**config.mk**
```make
export PLATFORM = sky130hd
export DESIGN_NAME = ring_fifo_node
export DESIGN_NICKNAME = d
export VERILOG_FILES = /design/src/rtl/ring_pkg.sv /design/src/rtl/ring_sync_fifo.sv /design/src/rtl/ring_fifo_node.sv
export SDC_FILE = /design/constraint.sdc
export NUM_CORES = 1
export LEC_CHECK = 0
export ABC_AREA = 1
export CAP_MARGIN = 40
export CORE_MARGIN = 2
export CORE_UTILIZATION = 29
export CTS_BUF_LIST = sky130_fd_sc_hd__clkbuf_16
export DETAILED_ROUTE_END_ITERATION = 7
export PLACE_DENSITY_LB_ADDON = 0.3
export SLEW_MARGIN = 15
export SYNTH_ARGS = -nofsm -noshare
export SYNTH_HDL_FRONTEND = slang
export SYNTH_SLANG_ARGS = --single-unit
```
**constraint.sdc**
```tcl
create_clock -name clk -period 3.9 [get_ports clk]
set_input_delay 0.39 -clock clk [delete_from_list [all_inputs] [get_ports clk]]
set_output_delay 0.39 -clock clk [all_outputs]
set_load 0.01 [all_outputs]
```
**src/rtl/ring_pkg.sv**
```systemverilog
// Ring word field layout shared by the ring node and its helpers.
// Fields sit from the top of the word down: FULL, DEST, SRC; PAYLOAD is the low byte.
package ring_pkg;

  localparam int PAYLOAD_LO = 0;
  localparam int PAYLOAD_W  = 8;

  // An empty slot is all-zero; callers slice this to their word width.
  localparam logic [63:0] RING_EMPTY = '0;

  function automatic int full_pos(input int width);
    return width - 1;
  endfunction

  function automatic int dest_lo(input int width, input int abits);
    return width - 1 - abits;
  endfunction

  function automatic int src_lo(input int width, input int abits);
    return width - 1 - 2 * abits;
  endfunction

endpackage

```
**src/rtl/ring_sync_fifo.sv**
```systemverilog
// Show-ahead synchronous FIFO with registered full/empty flags; the head is valid while !empty.
// Latency: one edge from push to visible. Backpressure: push is ignored when full, pop is ignored when empty.
module ring_sync_fifo #(
  parameter int DATA_W = 8,
  parameter int DEPTH  = 4
) (
  input  logic              clk,
  input  logic              rst,
  input  logic              push,
  input  logic [DATA_W-1:0] push_data,
  input  logic              pop,
  output logic [DATA_W-1:0] head,
  output logic              full,
  output logic              empty
);

  localparam int AW = $clog2(DEPTH);

  logic [DATA_W-1:0] mem [DEPTH];
  logic [AW:0]       wptr, rptr;
  logic [AW:0]       wptr_n, rptr_n;
  logic              do_push, do_pop;

  assign do_push = push && !full;
  assign do_pop  = pop && !empty;
  assign wptr_n  = wptr + {{AW{1'b0}}, do_push};
  assign rptr_n  = rptr + {{AW{1'b0}}, do_pop};
  assign head    = mem[rptr[AW-1:0]];

  // The extra pointer bit separates the wrapped-full case from empty.
  always_ff @(posedge clk) begin
    if (rst) begin
      wptr  <= '0;
      rptr  <= '0;
      full  <= 1'b0;
      empty <= 1'b1;
    end else begin
      wptr  <= wptr_n;
      rptr  <= rptr_n;
      full  <= (wptr_n[AW] != rptr_n[AW]) && (wptr_n[AW-1:0] == rptr_n[AW-1:0]);
      empty <= (wptr_n == rptr_n);
    end
  end

  always_ff @(posedge clk) begin
    if (do_push) mem[wptr[AW-1:0]] <= push_data;
  end

endmodule

```
**src/rtl/ring_fifo_node.sv**
```systemverilog
// Token-ring node with parallel client FIFOs; captures words for ADDRESS, removes orphans, injects into free slots.
// Latency: one register stage to toring. Backpressure: tx_ready drops when tx FIFO full; a full rx FIFO lets own words pass by.
module ring_fifo_node
  import ring_pkg::*;
#(
  parameter int WIDTH   = 16,
  parameter int ABITS   = 3,
  parameter int ADDRESS = 0,
  parameter int DEPTH   = 4
) (
  input  logic             clk,
  input  logic             rst,
  input  logic [WIDTH-1:0] fromring,
  output logic [WIDTH-1:0] toring,
  input  logic [7:0]       tx_data,
  input  logic [ABITS-1:0] tx_dest,
  input  logic             tx_valid,
  output logic             tx_ready,
  output logic [7:0]       rx_data,
  output logic [ABITS-1:0] rx_src,
  output logic             rx_valid,
  input  logic             rx_ready,
  output logic [7:0]       drop_count
);

  localparam int FULL_B  = full_pos(WIDTH);
  localparam int DEST_LO = dest_lo(WIDTH, ABITS);
  localparam int SRC_LO  = src_lo(WIDTH, ABITS);
  localparam int ENTRY_W = PAYLOAD_W + ABITS;
  localparam logic [ABITS-1:0] MY_ADDR = ABITS'(ADDRESS);

  logic             f_full;
  logic [ABITS-1:0] f_dest, f_src;
  logic             cap, orphan, slot_free, inject;
  logic             tx_full, tx_empty, rx_full, rx_empty, tx_push;
  logic [ENTRY_W-1:0] tx_head, rx_head;
  logic [WIDTH-1:0] next_word;
  logic             unused_mid;

  assign f_full     = fromring[FULL_B];
  assign f_dest     = fromring[DEST_LO +: ABITS];
  assign f_src      = fromring[SRC_LO +: ABITS];
  assign unused_mid = ^fromring[SRC_LO-1:PAYLOAD_W];

  assign cap       = f_full && (f_dest == MY_ADDR) && !rx_full;
  assign orphan    = f_full && (f_src == MY_ADDR) && (f_dest != MY_ADDR);
  assign slot_free = !f_full || cap || orphan;
  assign inject    = slot_free && !tx_empty;

  assign tx_ready = !rst && !tx_full;
  assign tx_push  = tx_valid && tx_ready;
  assign rx_valid = !rx_empty;
  assign rx_data  = rx_head[PAYLOAD_W-1:0];
  assign rx_src   = rx_head[PAYLOAD_W +: ABITS];

  always_comb begin
    next_word = RING_EMPTY[WIDTH-1:0];
    if (inject) begin
      next_word[FULL_B]                     = 1'b1;
      next_word[DEST_LO +: ABITS]           = tx_head[PAYLOAD_W +: ABITS];
      next_word[SRC_LO +: ABITS]            = MY_ADDR;
      next_word[PAYLOAD_LO +: PAYLOAD_W]    = tx_head[PAYLOAD_W-1:0];
    end else if (!slot_free) begin
      next_word = fromring;
    end
  end

  always_ff @(posedge clk) begin
    if (rst) begin
      toring     <= '0;
      drop_count <= '0;
    end else begin
      toring <= next_word;
      if (orphan && drop_count != 8'hFF) drop_count <= drop_count + 8'd1;
    end
  end

  ring_sync_fifo #(.DATA_W(ENTRY_W), .DEPTH(DEPTH)) u_tx_fifo (
    .clk       (clk),
    .rst       (rst),
    .push      (tx_push),
    .push_data ({tx_dest, tx_data}),
    .pop       (inject),
    .head      (tx_head),
    .full      (tx_full),
    .empty     (tx_empty)
  );

  ring_sync_fifo #(.DATA_W(ENTRY_W), .DEPTH(DEPTH)) u_rx_fifo (
    .clk       (clk),
    .rst       (rst),
    .push      (cap),
    .push_data ({f_src, fromring[PAYLOAD_W-1:0]}),
    .pop       (rx_ready),
    .head      (rx_head),
    .full      (rx_full),
    .empty     (rx_empty)
  );

endmodule

```
==> flow_summary.yaml <==
# implementation run metrics
clocking:
  cts_hold_buf: 0
  cts_max_path_buffers: 2
  cts-root-buf: "clkbuf_16"
  htreeDepth: 4
  post_cts_buffers: 0
synth:
  syn_inst: 505
  syn_area_per_cell_sq_um: 10.4
  edf_count: 88
  yosys.area_share.xor_xnor: 0.0184
  ys_cells: 505
  async_flop_share: 0
  syn_area_sq_um: 5230
  adder_share: 0.0215
  topCellsByArea: "edfxtp_1 51%, dfxtp_1 15%, nand2_1 8.1%, inv_1 4.7%, nor2_1 3.7%"
  yosys_most_used_dff: "edfxtp_1"
  synth_top_cell_by_count: "nand2_1"
  synth_top_area_share: 0.506
  compound_area_frac: 0.0457
  largest_area_cell: "edfxtp_1"
status:
  status: "finished clean"
final_timing:
  fin_crit_sh: 0.724
  max_slew.worst_pin.slew_ps: 668
  setup_tns_ps: 0
global_routing:
  grt_max_degree: 31
  grt_pass1_wl_microns: 19400
  first_global_vias: 3659
setup_path:
  startpoint: "u_rx_fifo.rptr[0]$_SDFF_PP0_"
  required_ps: 3510
  r2r_cells: 11
  path_class: "flip-flop to primary output"
job:
  maxCapViolCount: 0
power_and_ir_drop:
  intPower_uw: 2450
  p_clk_frac: 0.441
  combPwrFrac: 0.092
  sequentialPower_uw: 1500
  maxPowerGroup: "registers"
  power_uw: 3220
  powerDensity_nw_per_um2: 479
placement:
  pre_cts_ws_ps: 1320
  place.gp.congestion: 0.760
min_path:
  hold_path.class: "flip-flop to flip-flop"
  worstHoldPathCells: 1
layout:
  area_growth_syn_to_layout_pct: 28.5
  regArea_sq_um: 3440
route:
  drt_iter0_drc: 189
  dr.pass1.iters: 6
die:
  die_w_microns: 138
layout make-up:
class                      count  share of cell area
sequential                   128               0.513
multi-input combinational    293               0.216
timing repair buffer          78               0.112
clock buffer                  18              0.0671
tap                          229              0.0427
inverter                      66              0.0369
clock inverter                14              0.0125
per-layer routing:
| metal | routed length [microns] | track usage |
|---|---|---|
| met4 | 76 | 0.0451 |
| met3 | 653 | 0.0436 |
| met2 | 5920 | 0.219 |
| met5 | 0 | 0 |
| met1 | 5480 | 0.164 |
cells in the final DEF (no fill, tap or decap), drive strengths merged:
cell,instances
nand2,114
edfxtp,88
inv,76
clkdlybuf4s50,67
nor2,56
dfxtp,40
nand3,27
o21ai,25
clkbuf,18
nand4,12
o22ai,11
buf,11
nor3,10
a21oi,9
xnor2,9
ha,9
or2,7
clkinv,4
nand3b,2
xor2,2
m1.png
Supply wires on this layer in gray.
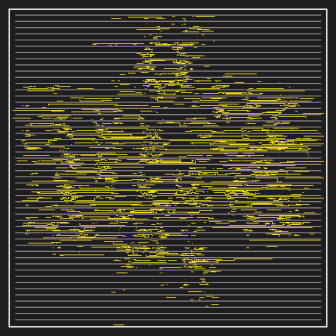
- share of all routed wire: 45%
- nets with wire on the layer: 568
- longest straight run: 55.2 microns
Routed WL: 12100 microns
met1 GRT Util: 0.164
Vias: 3658

layers.png
Only two layers are drawn.
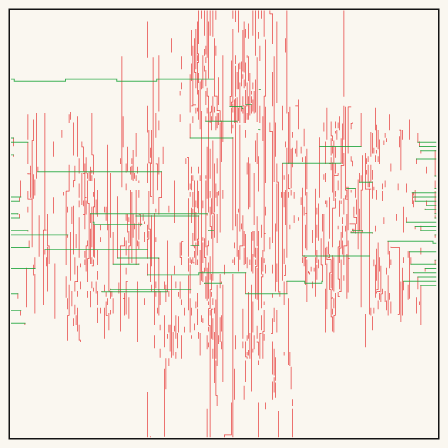
- green: M3 (wire length 654 microns)
- red: M2 (wire length 5920 microns)
Tot GR Track Use: 0.132
WL/cell: 14.7 microns

port_trees.png
Scale bar: 50 microns.
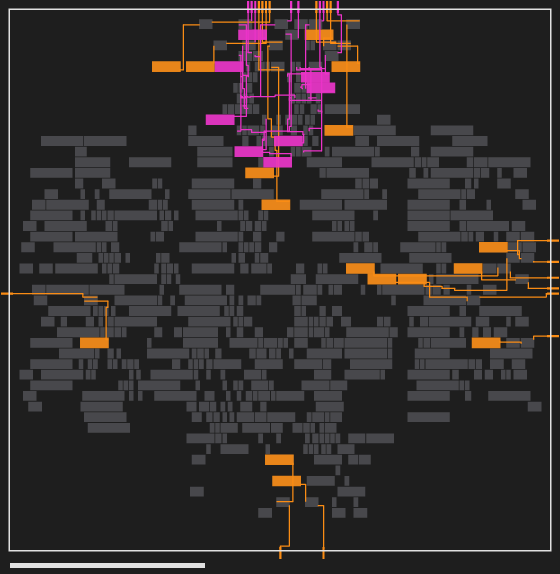
- magenta: drop_count (bits 8; direction output; end cells 8; buffers 8; wire 364 microns)
- orange: toring (bits 16; direction output; end cells 16; buffers 16; wire 499 microns)
io pins: 68
IO Port Bufs: 67

clock_nets.png
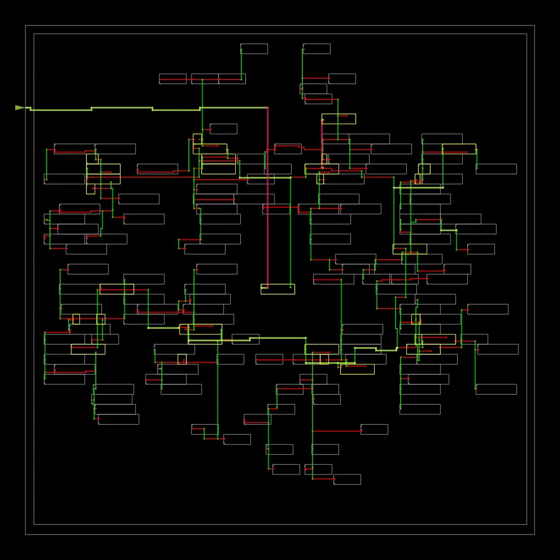
clock sink total: 128
total CTS buffers: 17
Worst Skew: 25.6 ps
Latency at later pin: 430 ps

closeup.png
Scale bar: 10 microns. Region (54, 54) to (84, 84) microns. Cells in gray, sequential cells in the stronger gray; small squares are vias.
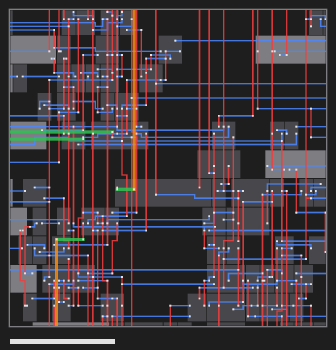
- red: M2
- orange: M4
- green: M3
- blue: M1
- cells with their middle in the window: 63
- netlist names of flops here include: u_rx_fifo.mem (2)
- sequential cells in the window: 2
- most frequent: nand2_1 (16), inv_1 (10), nand4_1 (9)

